`src/rtl/move_list_streamer.sv`:
```
// rtl/move_list_streamer.sv - walks the all_moves move RAM and streams one record per legal move
// Optional feature macro: MOVE_STREAM_ASCII_EN (registers "e7e8q"-style text alongside each record).
// uci layout: [2:0] from_col, [5:3] from_row, [8:6] to_col, [11:9] to_row, [15:12] promotion.
// Promotion code: 4'h0 = EMPTY; low three bits 5/4/3/2 = queen/rook/bishop/knight (bit 3 = colour).
module move_list_streamer #(
  parameter int MAX_POSITIONS_LOG2 = 8,
  parameter int UCI_WIDTH          = 16,
  parameter int EVAL_WIDTH         = 22,
  parameter int RD_LATENCY         = 2,
  parameter int CLEAR_WAIT         = 2
) (
  input  logic                          clk,
  input  logic                          reset,
  input  logic                          stream_en,
  input  logic                          abort,
  input  logic                          am_moves_ready,
  input  logic [MAX_POSITIONS_LOG2-1:0] am_move_count,
  input  logic [UCI_WIDTH-1:0]          uci_in,
  input  logic [EVAL_WIDTH-1:0]         eval_in,
  input  logic                          capture_in,
  input  logic                          check_in,
  input  logic [3:0]                    init_flags_in,
  output logic [MAX_POSITIONS_LOG2-1:0] am_move_index,
  output logic                          am_clear_moves,
  output logic                          out_valid,
  input  logic                          out_ready,
  output logic [MAX_POSITIONS_LOG2-1:0] out_index,
  output logic [UCI_WIDTH-1:0]          out_uci,
  output logic [EVAL_WIDTH-1:0]         out_eval,
  output logic                          out_capture,
  output logic                          out_check,
  output logic                          out_last,
  output logic                          out_terminal,
  output logic [3:0]                    out_flags,
  output logic [39:0]                   out_ascii,
  output logic                          busy
);

  typedef enum logic [2:0] {
    S_IDLE, S_START, S_ISSUE, S_WAIT, S_PRESENT, S_TERMINAL, S_CLEAR, S_CLEAR_WAIT
  } state_t;

  // One shared down-counter serves both the read-latency wait and the post-clear wait.
  localparam int CNT_MAX = (RD_LATENCY > CLEAR_WAIT) ? RD_LATENCY : CLEAR_WAIT;
  localparam int CNT_W   = $clog2(CNT_MAX + 1);
  localparam logic [CNT_W-1:0] RD_LOAD = CNT_W'(RD_LATENCY);
  localparam logic [CNT_W-1:0] CW_LOAD = CNT_W'(CLEAR_WAIT);
  localparam logic [CNT_W-1:0] CNT_ONE = CNT_W'(1);

  state_t                        state, state_nxt;
  logic [MAX_POSITIONS_LOG2-1:0] idx;
  logic [MAX_POSITIONS_LOG2-1:0] count;
  logic [CNT_W-1:0]              cnt;
  logic                          handshake;
  logic                          is_last;
  logic                          abort_ok;
  logic                          capture_now;
  logic                          term_load;

  assign handshake   = out_valid & out_ready;
  assign is_last     = (idx == count - 1'b1);
  assign abort_ok    = abort && (state != S_IDLE) && (state != S_CLEAR) && (state != S_CLEAR_WAIT);
  assign capture_now = (state == S_WAIT) && (cnt == CNT_ONE);
  assign term_load   = (state == S_START) && (am_move_count == '0);

  // State register.
  always_ff @(posedge clk or posedge reset) begin
    if (reset) state <= S_IDLE;
    else       state <= state_nxt;
  end

  // Next-state logic; abort overrides every active state.
  always_comb begin
    state_nxt = state;
    case (state)
      S_IDLE:       if (stream_en && am_moves_ready) state_nxt = S_START;
      S_START:      state_nxt = (am_move_count == '0) ? S_TERMINAL : S_ISSUE;
      S_ISSUE:      state_nxt = S_WAIT;
      S_WAIT:       if (cnt == CNT_ONE) state_nxt = S_PRESENT;
      S_PRESENT:    if (handshake) state_nxt = is_last ? S_CLEAR : S_ISSUE;
      S_TERMINAL:   if (handshake) state_nxt = S_CLEAR;
      S_CLEAR:      state_nxt = S_CLEAR_WAIT;
      S_CLEAR_WAIT: if (cnt == CNT_ONE) state_nxt = S_IDLE;
      default:      state_nxt = S_IDLE;
    endcase
    if (abort_ok) state_nxt = S_CLEAR;
  end

  // Outputs decoded from the registered state; the read address is the index register itself.
  always_comb begin
    out_valid      = (state == S_PRESENT) || (state == S_TERMINAL);
    am_clear_moves = (state == S_CLEAR);
    busy           = (state != S_IDLE);
    am_move_index  = idx;
  end

  // Index, latched count and wait counter.
  always_ff @(posedge clk or posedge reset) begin
    if (reset) begin
      idx   <= '0;
      count <= '0;
      cnt   <= '0;
    end else begin
      case (state)
        S_IDLE:       idx <= '0;
        S_START: begin
          idx   <= '0;
          count <= am_move_count;
        end
        S_ISSUE:      cnt <= RD_LOAD;
        S_WAIT:       cnt <= cnt - CNT_ONE;
        S_PRESENT:    if (handshake && !is_last && !abort) idx <= idx + 1'b1;
        S_CLEAR: begin
          idx <= '0;
          cnt <= CW_LOAD;
        end
        S_CLEAR_WAIT: cnt <= cnt - CNT_ONE;
        default: ;
      endcase
    end
  end

  // Output record: loaded once per move when the read latency expires, or as the terminal record.
  always_ff @(posedge clk or posedge reset) begin
    if (reset) begin
      out_index    <= '0;
      out_uci      <= '0;
      out_eval     <= '0;
      out_capture  <= 1'b0;
      out_check    <= 1'b0;
      out_last     <= 1'b0;
      out_terminal <= 1'b0;
      out_flags    <= 4'h0;
    end else begin
      if (state == S_START) out_flags <= init_flags_in;
      if (term_load) begin
        out_index    <= '0;
        out_uci      <= '0;
        out_eval     <= '0;
        out_capture  <= 1'b0;
        out_check    <= 1'b0;
        out_last     <= 1'b1;
        out_terminal <= 1'b1;
      end else if (capture_now) begin
        out_index    <= idx;
        out_uci      <= uci_in;
        out_eval     <= eval_in;
        out_capture  <= capture_in;
        out_check    <= check_in;
        out_last     <= is_last;
        out_terminal <= 1'b0;
      end
    end
  end

`ifdef MOVE_STREAM_ASCII_EN
  logic [39:0] ascii_q;

  function automatic logic [7:0] promo_char(input logic [3:0] p);
    logic [7:0] c;
    case (p[2:0])
      3'd5:    c = "q";
      3'd4:    c = "r";
      3'd3:    c = "b";
      3'd2:    c = "n";
      default: c = (p == 4'h0) ? " " : "?";
    endcase
    return c;
  endfunction

  function automatic logic [39:0] uci_text(input logic [15:0] u);
    return {8'h61 + {5'b0, u[2:0]}, 8'h31 + {5'b0, u[5:3]},
            8'h61 + {5'b0, u[8:6]}, 8'h31 + {5'b0, u[11:9]}, promo_char(u[15:12])};
  endfunction

  // Text is registered on the same edge as out_uci so the two never disagree.
  always_ff @(posedge clk or posedge reset) begin
    if (reset)            ascii_q <= 40'h0;
    else if (term_load)   ascii_q <= "-----";
    else if (capture_now) ascii_q <= uci_text(uci_in[15:0]);
  end

  assign out_ascii = ascii_q;
`else
  assign out_ascii = 40'h0;
`endif

endmodule

```
`config.mk`:
```
export PLATFORM = sky130hd
export DESIGN_NAME = move_list_streamer
export DESIGN_NICKNAME = d
export VERILOG_FILES = /design/src/rtl/move_list_streamer.sv
export SDC_FILE = /design/constraint.sdc
export NUM_CORES = 1
export LEC_CHECK = 0
export ABC_AREA = 1
export CORE_MARGIN = 2
export CORE_UTILIZATION = 61
export CTS_BUF_LIST = sky130_fd_sc_hd__clkbuf_16
export CTS_CLUSTER_DIAMETER = 120
export DETAILED_ROUTE_END_ITERATION = 10
export DONT_BUFFER_PORTS = 1
export PLACE_DENSITY = 0.76
export RECOVER_POWER = 100
export REMOVE_ABC_BUFFERS = 1
export SLEW_MARGIN = 20
export SYNTH_ARGS = -nofsm -noshare
export SYNTH_HDL_FRONTEND = slang
export SYNTH_SLANG_ARGS = --single-unit
```
`constraint.sdc`:
```
create_clock -name clk -period 2.65 [get_ports clk]
set_input_delay 0.53 -clock clk [delete_from_list [all_inputs] [get_ports clk]]
set_output_delay 0.53 -clock clk [all_outputs]
set_load 0.02 [all_outputs]
```
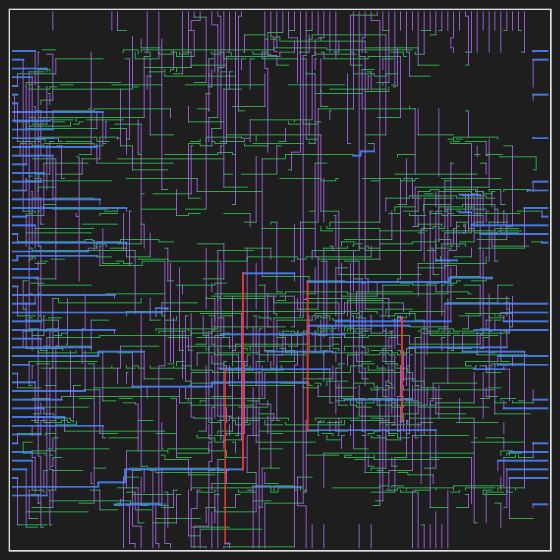
*Metal layers overlaid, run 1*
blue -> M3  # wire length 754 µm
purple -> M2  # wire length 3,800 µm
green -> M1  # wire length 3,250 µm
red -> M4  # wire length 97.2 µm
via count: 2,746
routed length per instance: 15.1 µm
GR Util All Layers: 0.227

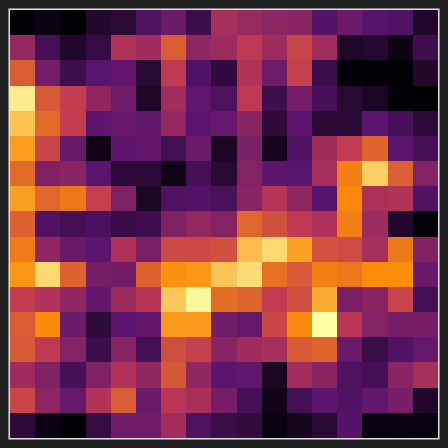
*Routed metal per tile, run 1*
The die is cut into 17 by 17 equal tiles; black is low, pale yellow is high, scaled to the fullest tile. Values are wire area over tile area, all layers added.
nearly empty tiles = 3.5%
emptiest ninth of the die = north-east
fullest tile = 0.50
mean over tiles = 0.18
tiles over half the peak = 27%
wirelength, routed: 7.89 mm

==> results.json, run 1 <==
{
  "setup_violations": 0,
  "final_cell_mix": "nand2_1, inv_1, dfrtp_1, a22oi_1, conb_1",
  "power_leader": "sequential cells",
  "tool_warnings": 25,
  "portBuffers": 0,
  "top_logic_kind": "buffers and inverters",
  "ys_ff": 75,
  "layout.nets": 501,
  "top_cells_by_area": "dfrtp_1, buf_4, nand2_1",
  "cts.repair.resized": 0,
  "pg_clk_w": 0.00123,
  "overflow": 0,
  "total_leakage_power_nw": 2.40,
  "biggestCellCategory": "flip-flops and latches",
  "grt_pass1_vias": 2633,
  "rsz0062_at_grt": "false",
  "finalSetupTns_ps": 0,
  "dp_slack_ps": 482,
  "drt_iter0_markers": 187,
  "drc": 0,
  "worstPathCellList": "nor2_1 > inv_1 > nor2_8 > inv_2 > nor4_4 > nor2_4 > buf_4 > a22oi_1 > inv_1",
  "p_int_w": 0.00263,
  "via_per_inst": 5.26,
  "run_status": "complete, no violations",
  "antenna_found_initial": 0,
  "netlist_area_um2": 3930,
  "reg2reg_depth": 9,
  "cts_buffers": 9,
  "finalCritPeriodShare": 0.834
}
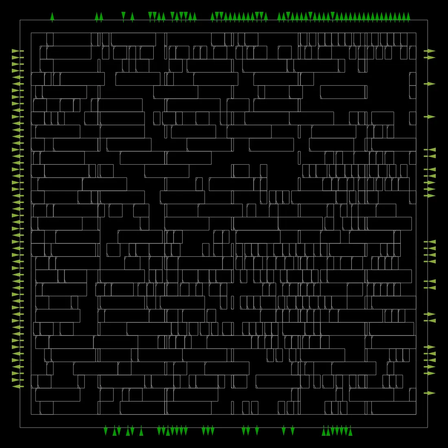
*Cell outlines without signal wires, run 1*
Tap Cells: 77
flip-flops: 75
core area: 6280 µm²

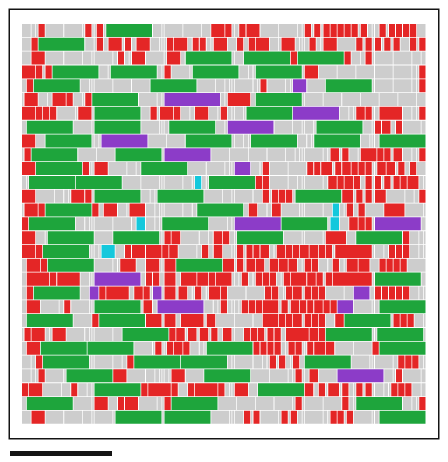
*Cells coloured by class, run 1*
The bar under the picture is 20 µm long. Fill, decap, tap and diode cells in grey.
purple -> clock drivers and dummy loads  # cells 16, share of their area 7.6%
red -> remaining logic cells  # cells 349, share of their area 44%
cyan -> remaining buffers and delay cells  # cells 5, share of their area 0.63%
green -> registers  # cells 75, share of their area 48%
Cell Rows: 29
post-layout util: 0.643
flop share of the area: 0.465
Design Area, Final: 4040 µm²

==> run 1: per-layer routing <==
layer	share of wire	routed length (µm)	track usage
met3	0.096	754	0.0964
met4	0.012	97	0.0748
met1	0.41	3250	0.287
met2	0.48	3800	0.354
met5	0	0	0
==> run 1: stage by stage <==
step	instances	util	instance area (µm²)
2_1_floorplan	424	-	3680
3_3_place_gp	506	0.610	3830
5_1_grt	522	0.643	4040
3_5_place_dp	506	0.610	3830
4_1_cts	522	0.658	4130
6_report	522	0.643	4040
==> run 1: registers in the layout (all words and copies together) (netlist names) <==
name / count
am_move_index: 8
cnt: 2
count: 8
out_capture: 1
out_check: 1
out_eval: 22
out_flags: 4
out_index: 8
out_last: 1
out_terminal: 1
out_uci: 16
state: 3
### Metal 1, run 1

Supply wires on this layer in grey.
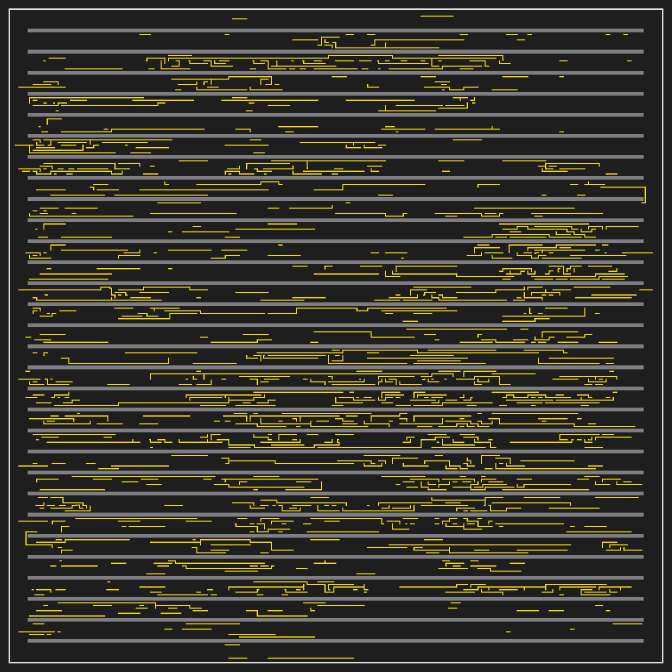

==> run 2: changes to the inputs <==
==> constraint.sdc (replaced) <==
create_clock -name clk -period 2.08 [get_ports clk]
set_input_delay 0.416 -clock clk [delete_from_list [all_inputs] [get_ports clk]]
set_output_delay 0.416 -clock clk [all_outputs]
set_load 0.02 [all_outputs]
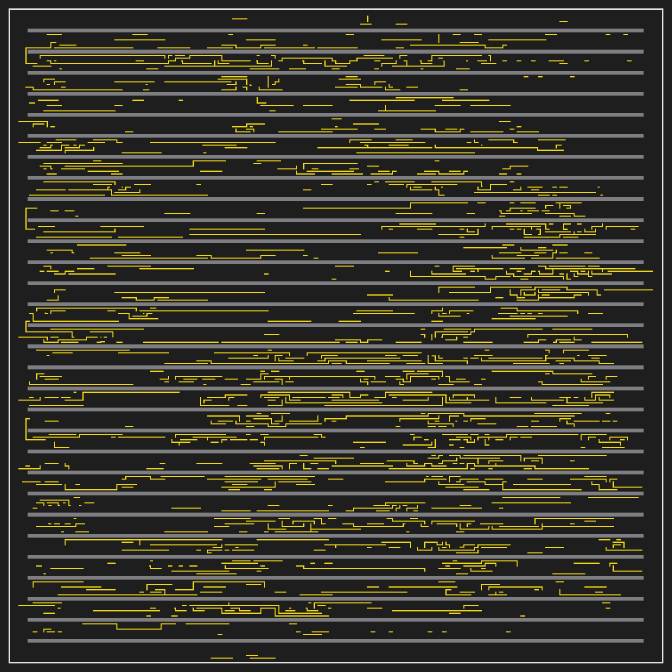
*Metal 1, run 2*
Supply wires on this layer in grey.
wire length on this layer = 3,220 µm
longest straight run = 22.1 µm
wirelength, routed: 7.89 mm
via count: 2,838
met1 Track Usage GR: 0.280

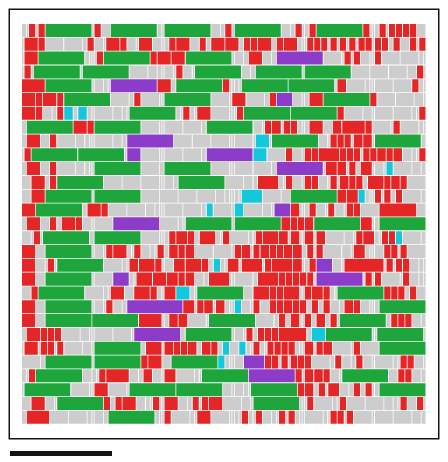
*Cells coloured by class, run 2*
The bar under the picture is 20 µm long. Fill, decap, tap and diode cells in grey.
cyan -> remaining buffers and delay cells  # cells 17, share of their area 2.2%
purple -> clock drivers and dummy loads  # cells 16, share of their area 7.7%
green -> registers  # cells 75, share of their area 47%
red -> remaining logic cells  # cells 349, share of their area 44%
Design Area, Final: 4130 µm²
flop share of the area: 0.454

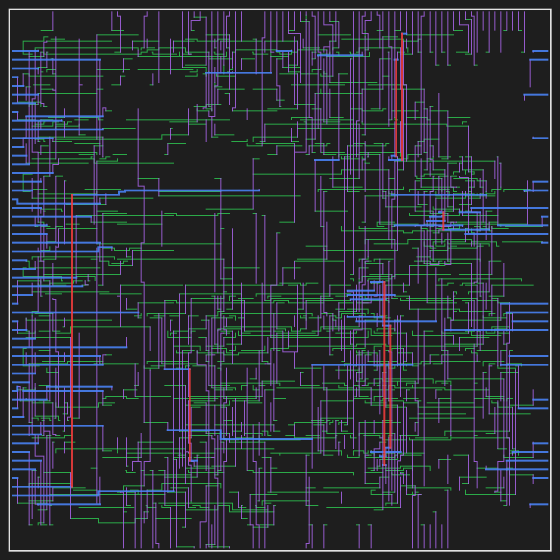
*Metal layers overlaid, run 2*
green -> M1  # wire length 3,220 µm
blue -> M3  # wire length 700 µm
red -> M4  # wire length 145 µm
purple -> M2  # wire length 3,820 µm
GR Util All Layers: 0.230
routed length per instance: 14.8 µm

==> results.json, run 2 <==
{
  "tap_cells": 77,
  "antenna_found_initial": 0,
  "grt_busiest_layer": "met2",
  "layout.nets": 513,
  "met3_usage": 0.0934,
  "met2_usage": 0.358,
  "rsz0062_at_grt": "false",
  "route.met3.wl_um": 699,
  "biggestRegsByFlops": "out_eval: 22 flops, out_uci: 16 flops",
  "netlist_area_um2": 3930,
  "met1Wirelength_mm": 3.22,
  "biggestCellCategory": "flip-flops and latches",
  "flops": 75,
  "cts_buffers": 9,
  "final_cells": 534,
  "portBuffers": 0,
  "finalSetupTns_ps": 0,
  "tool_warnings": 25,
  "run_status": "complete, no violations",
  "top_cells_by_area": "dfrtp_1, buf_4, nand2_1",
  "total_leakage_power_nw": 2.45,
  "core_um2": 6280,
  "post_dp_cell_area_um2": 3930
}
-- run 2: path summary, 6_finish.rpt --
check,startpoint,cells after the start,endpoint
min in group asynchronous,reset,2,out_eval[14]$_DFFE_PP0P_
hold / removal,uci_in[12],2,out_uci[12]$_DFFE_PP0P_
setup / recovery,state[2]$_DFFE_PP0P_,9,out_eval[8]$_DFFE_PP0P_
setup reg to reg,state[2]$_DFFE_PP0P_,9,out_eval[8]$_DFFE_PP0P_
hold reg to reg,cnt[1]$_DFFE_PP0P_,2,cnt[1]$_DFFE_PP0P_
max in group asynchronous,reset,2,count[7]$_DFFE_PP0P_
-- run 2: worst max-delay path: stages (launching register included) --
cell and delay (ps):
dfrtp_1 430, nor2_1 220, inv_1 150, nor2_8 110, inv_2 80, nor4_4 260
nor2_4 60, buf_6 200, a22oi_1 200, inv_1 70
